===== src/rtl/prewish_mask_sequencer.sv =====
`default_nettype none
// ============================================================================
// Module      : prewish_mask_sequencer
// Description : Steps through a small writable table of LED masks. A free
//               running prescaler issues a "new mask" tick every
//               2^NEWMASK_CLK_BITS clocks. Each tick strobes the table entry
//               at the current index out to a downstream blinky, and the index
//               then moves on.
//               Optional feature macro: PREWISH_SEQ_ACK_EN
//                 defined   -> STB_O is held until ACK_I is sampled high
//                 undefined -> STB_O is a single-cycle pulse, ACK_I unused
// Revision    : 1.0 - initial release
// ============================================================================
module prewish_mask_sequencer #(
  parameter int NEWMASK_CLK_BITS = 26,
  parameter int MASK_W           = 8
) (
  input  logic              i_clk,
  input  logic              i_rst_n,
  input  logic              i_run,
  input  logic [2:0]        i_len,
  input  logic              i_wr_en,
  input  logic [2:0]        i_wr_addr,
  input  logic [MASK_W-1:0] i_wr_data,
  output logic              STB_O,
  output logic [MASK_W-1:0] DAT_O,
  input  logic              ACK_I,
  output logic [2:0]        o_idx,
  output logic              o_miss
);

  typedef enum logic [1:0] {
    ST_IDLE     = 2'd0,
    ST_STROBE   = 2'd1,
    ST_WAIT_ACK = 2'd2
  } state_t;

  // Power-on table contents; the 8-bit patterns are fitted to MASK_W.
  function automatic logic [MASK_W-1:0] init_mask(input logic [2:0] idx);
    logic [7:0] b;
    case (idx)
      3'd0:    b = 8'hA8;
      3'd1:    b = 8'hCA;
      3'd2:    b = 8'hF0;
      3'd3:    b = 8'h0F;
      3'd4:    b = 8'hAA;
      3'd5:    b = 8'h55;
      3'd6:    b = 8'hFF;
      default: b = 8'h00;
    endcase
    return MASK_W'(b);
  endfunction

  state_t                      r_state;
  logic                        r_rel;
  logic [NEWMASK_CLK_BITS-1:0] r_presc;
  logic [MASK_W-1:0]           r_table [0:7];
  logic [2:0]                  r_idx;
  logic                        r_miss;
  logic                        w_tick;
  logic [2:0]                  w_next_idx;

  // Release qualifier: reset asserts asynchronously, but the logic only
  // starts counting once this flop has seen one clean clock after release,
  // so the first prescaler increment lands on the second edge.
  always_ff @(posedge i_clk or negedge i_rst_n) begin
    if (!i_rst_n) r_rel <= 1'b0;
    else          r_rel <= 1'b1;
  end

  // Prescaler: free-running while enabled, frozen while i_run is low.
  always_ff @(posedge i_clk or negedge i_rst_n) begin
    if (!i_rst_n)           r_presc <= '0;
    else if (r_rel && i_run) r_presc <= r_presc + NEWMASK_CLK_BITS'(1);
  end

  assign w_tick = r_rel && i_run && (r_presc == '1);

  // Next index; a shortened length that is already behind us wraps to 0.
  assign w_next_idx = (r_idx >= i_len) ? 3'd0 : r_idx + 3'd1;

  // Mask table: write lands on the next edge, so a same-cycle read sees the
  // previous contents.
  always_ff @(posedge i_clk or negedge i_rst_n) begin
    if (!i_rst_n) begin
      for (int i = 0; i < 8; i++) r_table[i] <= init_mask(3'(i));
    end else if (i_wr_en) begin
      r_table[i_wr_addr] <= i_wr_data;
    end
  end

  // Handshake FSM with registered strobe/data; DAT_O is captured once on
  // entry to STROBE and otherwise left untouched.
  always_ff @(posedge i_clk or negedge i_rst_n) begin
    if (!i_rst_n) begin
      r_state <= ST_IDLE;
      STB_O   <= 1'b0;
      DAT_O   <= '0;
      r_idx   <= 3'd0;
      r_miss  <= 1'b0;
    end else begin
      // A tick that arrives while a send is still in flight is lost.
      if (w_tick && (r_state != ST_IDLE)) r_miss <= 1'b1;

      case (r_state)
        ST_IDLE: begin
          if (w_tick) begin
            r_state <= ST_STROBE;
            STB_O   <= 1'b1;
            DAT_O   <= r_table[r_idx];
          end
        end
`ifdef PREWISH_SEQ_ACK_EN
        ST_STROBE: begin
          if (ACK_I) begin
            r_state <= ST_IDLE;
            STB_O   <= 1'b0;
            r_idx   <= w_next_idx;
          end else begin
            r_state <= ST_WAIT_ACK;
          end
        end
        ST_WAIT_ACK: begin
          if (ACK_I) begin
            r_state <= ST_IDLE;
            STB_O   <= 1'b0;
            r_idx   <= w_next_idx;
          end
        end
`else
        ST_STROBE: begin
          r_state <= ST_IDLE;
          STB_O   <= 1'b0;
          r_idx   <= w_next_idx;
        end
`endif
        default: begin
          r_state <= ST_IDLE;
          STB_O   <= 1'b0;
        end
      endcase
    end
  end

`ifndef PREWISH_SEQ_ACK_EN
  // Acknowledge is not part of the single-pulse handshake.
  logic w_unused_ack;
  assign w_unused_ack = ACK_I;
`endif

  assign o_idx  = r_idx;
  assign o_miss = r_miss;

endmodule
`default_nettype wire

===== config.mk =====
export PLATFORM = sky130hd
export DESIGN_NAME = prewish_mask_sequencer
export DESIGN_NICKNAME = d
export VERILOG_FILES = /design/src/rtl/prewish_mask_sequencer.sv
export SDC_FILE = /design/constraint.sdc
export NUM_CORES = 1
export LEC_CHECK = 0
export ABC_AREA = 1
export CORE_UTILIZATION = 61
export DETAILED_ROUTE_END_ITERATION = 16
export PLACE_DENSITY = 0.82
export SYNTH_ARGS = -nofsm -noshare
export SYNTH_HDL_FRONTEND = slang
export SYNTH_SLANG_ARGS = --single-unit
export TNS_END_PERCENT = 50

===== constraint.sdc =====
create_clock -name i_clk -period 3.57 [get_ports i_clk]
set_clock_uncertainty 0.15 [all_clocks]
set_input_delay 0.8925 -clock i_clk [delete_from_list [all_inputs] [get_ports i_clk]]
set_output_delay 0.8925 -clock i_clk [all_outputs]
set_load 0.01 [all_outputs]

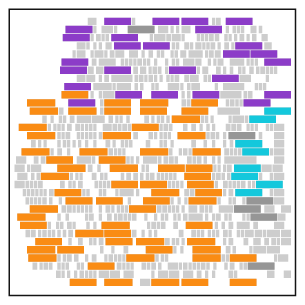
*Register map, names as in the netlist*
Drawn at 3 px/micron. Other sequential cells in the stronger gray, the rest of the logic in the fainter gray.
r_table: marked orange, placed flops 64. r_presc: marked purple, placed flops 26. DAT_O: marked cyan, placed flops 8, where right middle.
Another 6 sequential cells are not colored.
Reg area: 2641 sq um
Final Core Density: 70.35%
sequential share of cell area: 45.24%
Seq. pwr: 1.49 mW

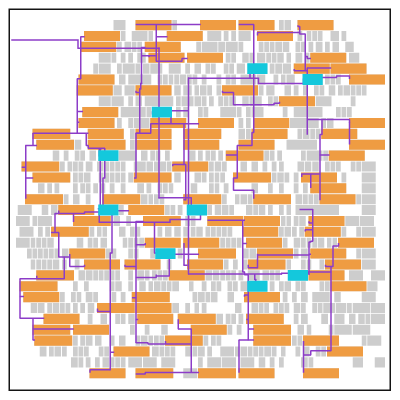
*Routed clock nets over the placement*
Drawn at 4 px/micron.
clock drivers: marked cyan, count 9. flip-flops: marked orange, count 104. clock wires: marked purple, length 1090 microns.
There are 10 routed clock nets. Position of the flops: spread over the die.

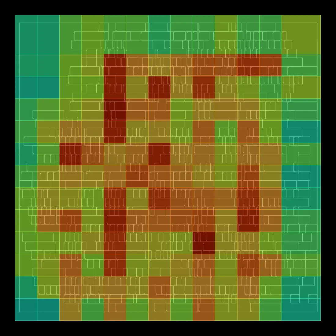
*Congestion heat map*
busiest layer in global routing: met2
met2 usage: 44.66%
GR Layer Usage met3: 4.750%
met1 Use GR: 36.41%

==> results_slide.txt <==
Synthesis and Place & Route Summary

Routing
  – DRT iter0 DRCs: 322
  – DRC viols: 0
  – Drt wl/cell: 13.15 microns
  – ANT nets after route: 0
  – Via count: around 4300

Synth
  – Post-Syn Instances: 681
  – Yosys adder share: 1.188%
  – Mux share: 0%
  – Synth warn: 0
  – Post-synth seq share: between 50% and 60%
  – Cell Area, Synth: 5264 sq um
  – Commonest cells post-synth: nand2_1 (268), inv_1 (90), dfrtp_1 (73)
  – Most frequent cell after synthesis: nand2_1
  – Synth top area share: 34.70%
  – Flops out of synthesis: between 100 and 150
  – Ys flop type: dfrtp_1
  – Logic family by area: simple AND/OR/NAND/NOR gates
  – Floorplan Nets: 705

GRT
  – Initial antenna violation count: 0
  – Vias in the first global route: 4193

Min path
  – Hold-critical path depth: 2

Timing
  – Fmax: roughly 370 MHz
  – RSZ-0062 raised after global routing: false
  – Slew @ Worst Pin: 0.8763 ns
  – Final Slew Violations: 0

Clocking
  – Max clock buf depth: 2
  – Post-CTS setup buffers: 0
  – Clock root buffer master: clkbuf_8
  – CTS tree: yes
  – H-Tree Depth: 3
  – Clock sink count: 104

Placed design
  – Hpwl dp: 7444 microns
  – Port-buffer cells: 30
  – DP Area: 5650 sq um

Cells and area
  – Area Growth Syn to Fin: 10.91%
  – Largest registers: r_table x64, r_presc x26, DAT_O x8
  – Net count, final: 731
  – Max reg flops: 64
  – Reg with most FFs: r_table

Status
  – Outcome: finished, final reports clean

Setup path
  – FF-to-FF Start: o_idx[0]
  – Crit-path cells: buf_4 > clkdlybuf4s50_1
  – Required time of the worst setup path: roughly 2.5 ns
  – CP max stage delay: roughly 0.62 ns
  – Reg2reg path depth: 8

Floorplan
  – Die area: 9005 sq um
  – Die Span X: 94.90 microns

Power
  – PD cells: 447.7 nW/um^2
  – P_clk: 718 uW
  – Sw Ratio: 28.12%
  – Max VDD drop: 0.2983 mV
  – Pint: 1.879 mW
-- layout by cell type, fill, tap and decap left out, drive strengths merged --
master	netlist	final
dfstp	31	31
nand2	275	275
clkdlybuf4s50	0	29
nand4	6	6
buf	9	5
dfrtp	73	73
nor2	30	30
o21bai	1	1
xnor2	7	7
ha	5	5
inv	92	94
o21ai	71	71
nand3	50	50
o211ai	1	1
conb	1	1
nor3	8	8
xor2	6	6
bufinv	0	1
nand3b	1	1
clkinv	2	3
clkbuf	10	12
a21oi	2	2
-- area by class of cell --
class                           instances  area (sq um)
Sequential cell                       104          2641
Fill cell                             662          2461
Timing Repair Buffer                   34         340.3
Inverter                               94         352.8
Multi-Input combinational cell        464          2185
Tap cell                              105         131.4
Clock inverter                          4         52.55
Clock buffer                           12         135.1
Power is estimated from default activity; no workload was simulated.
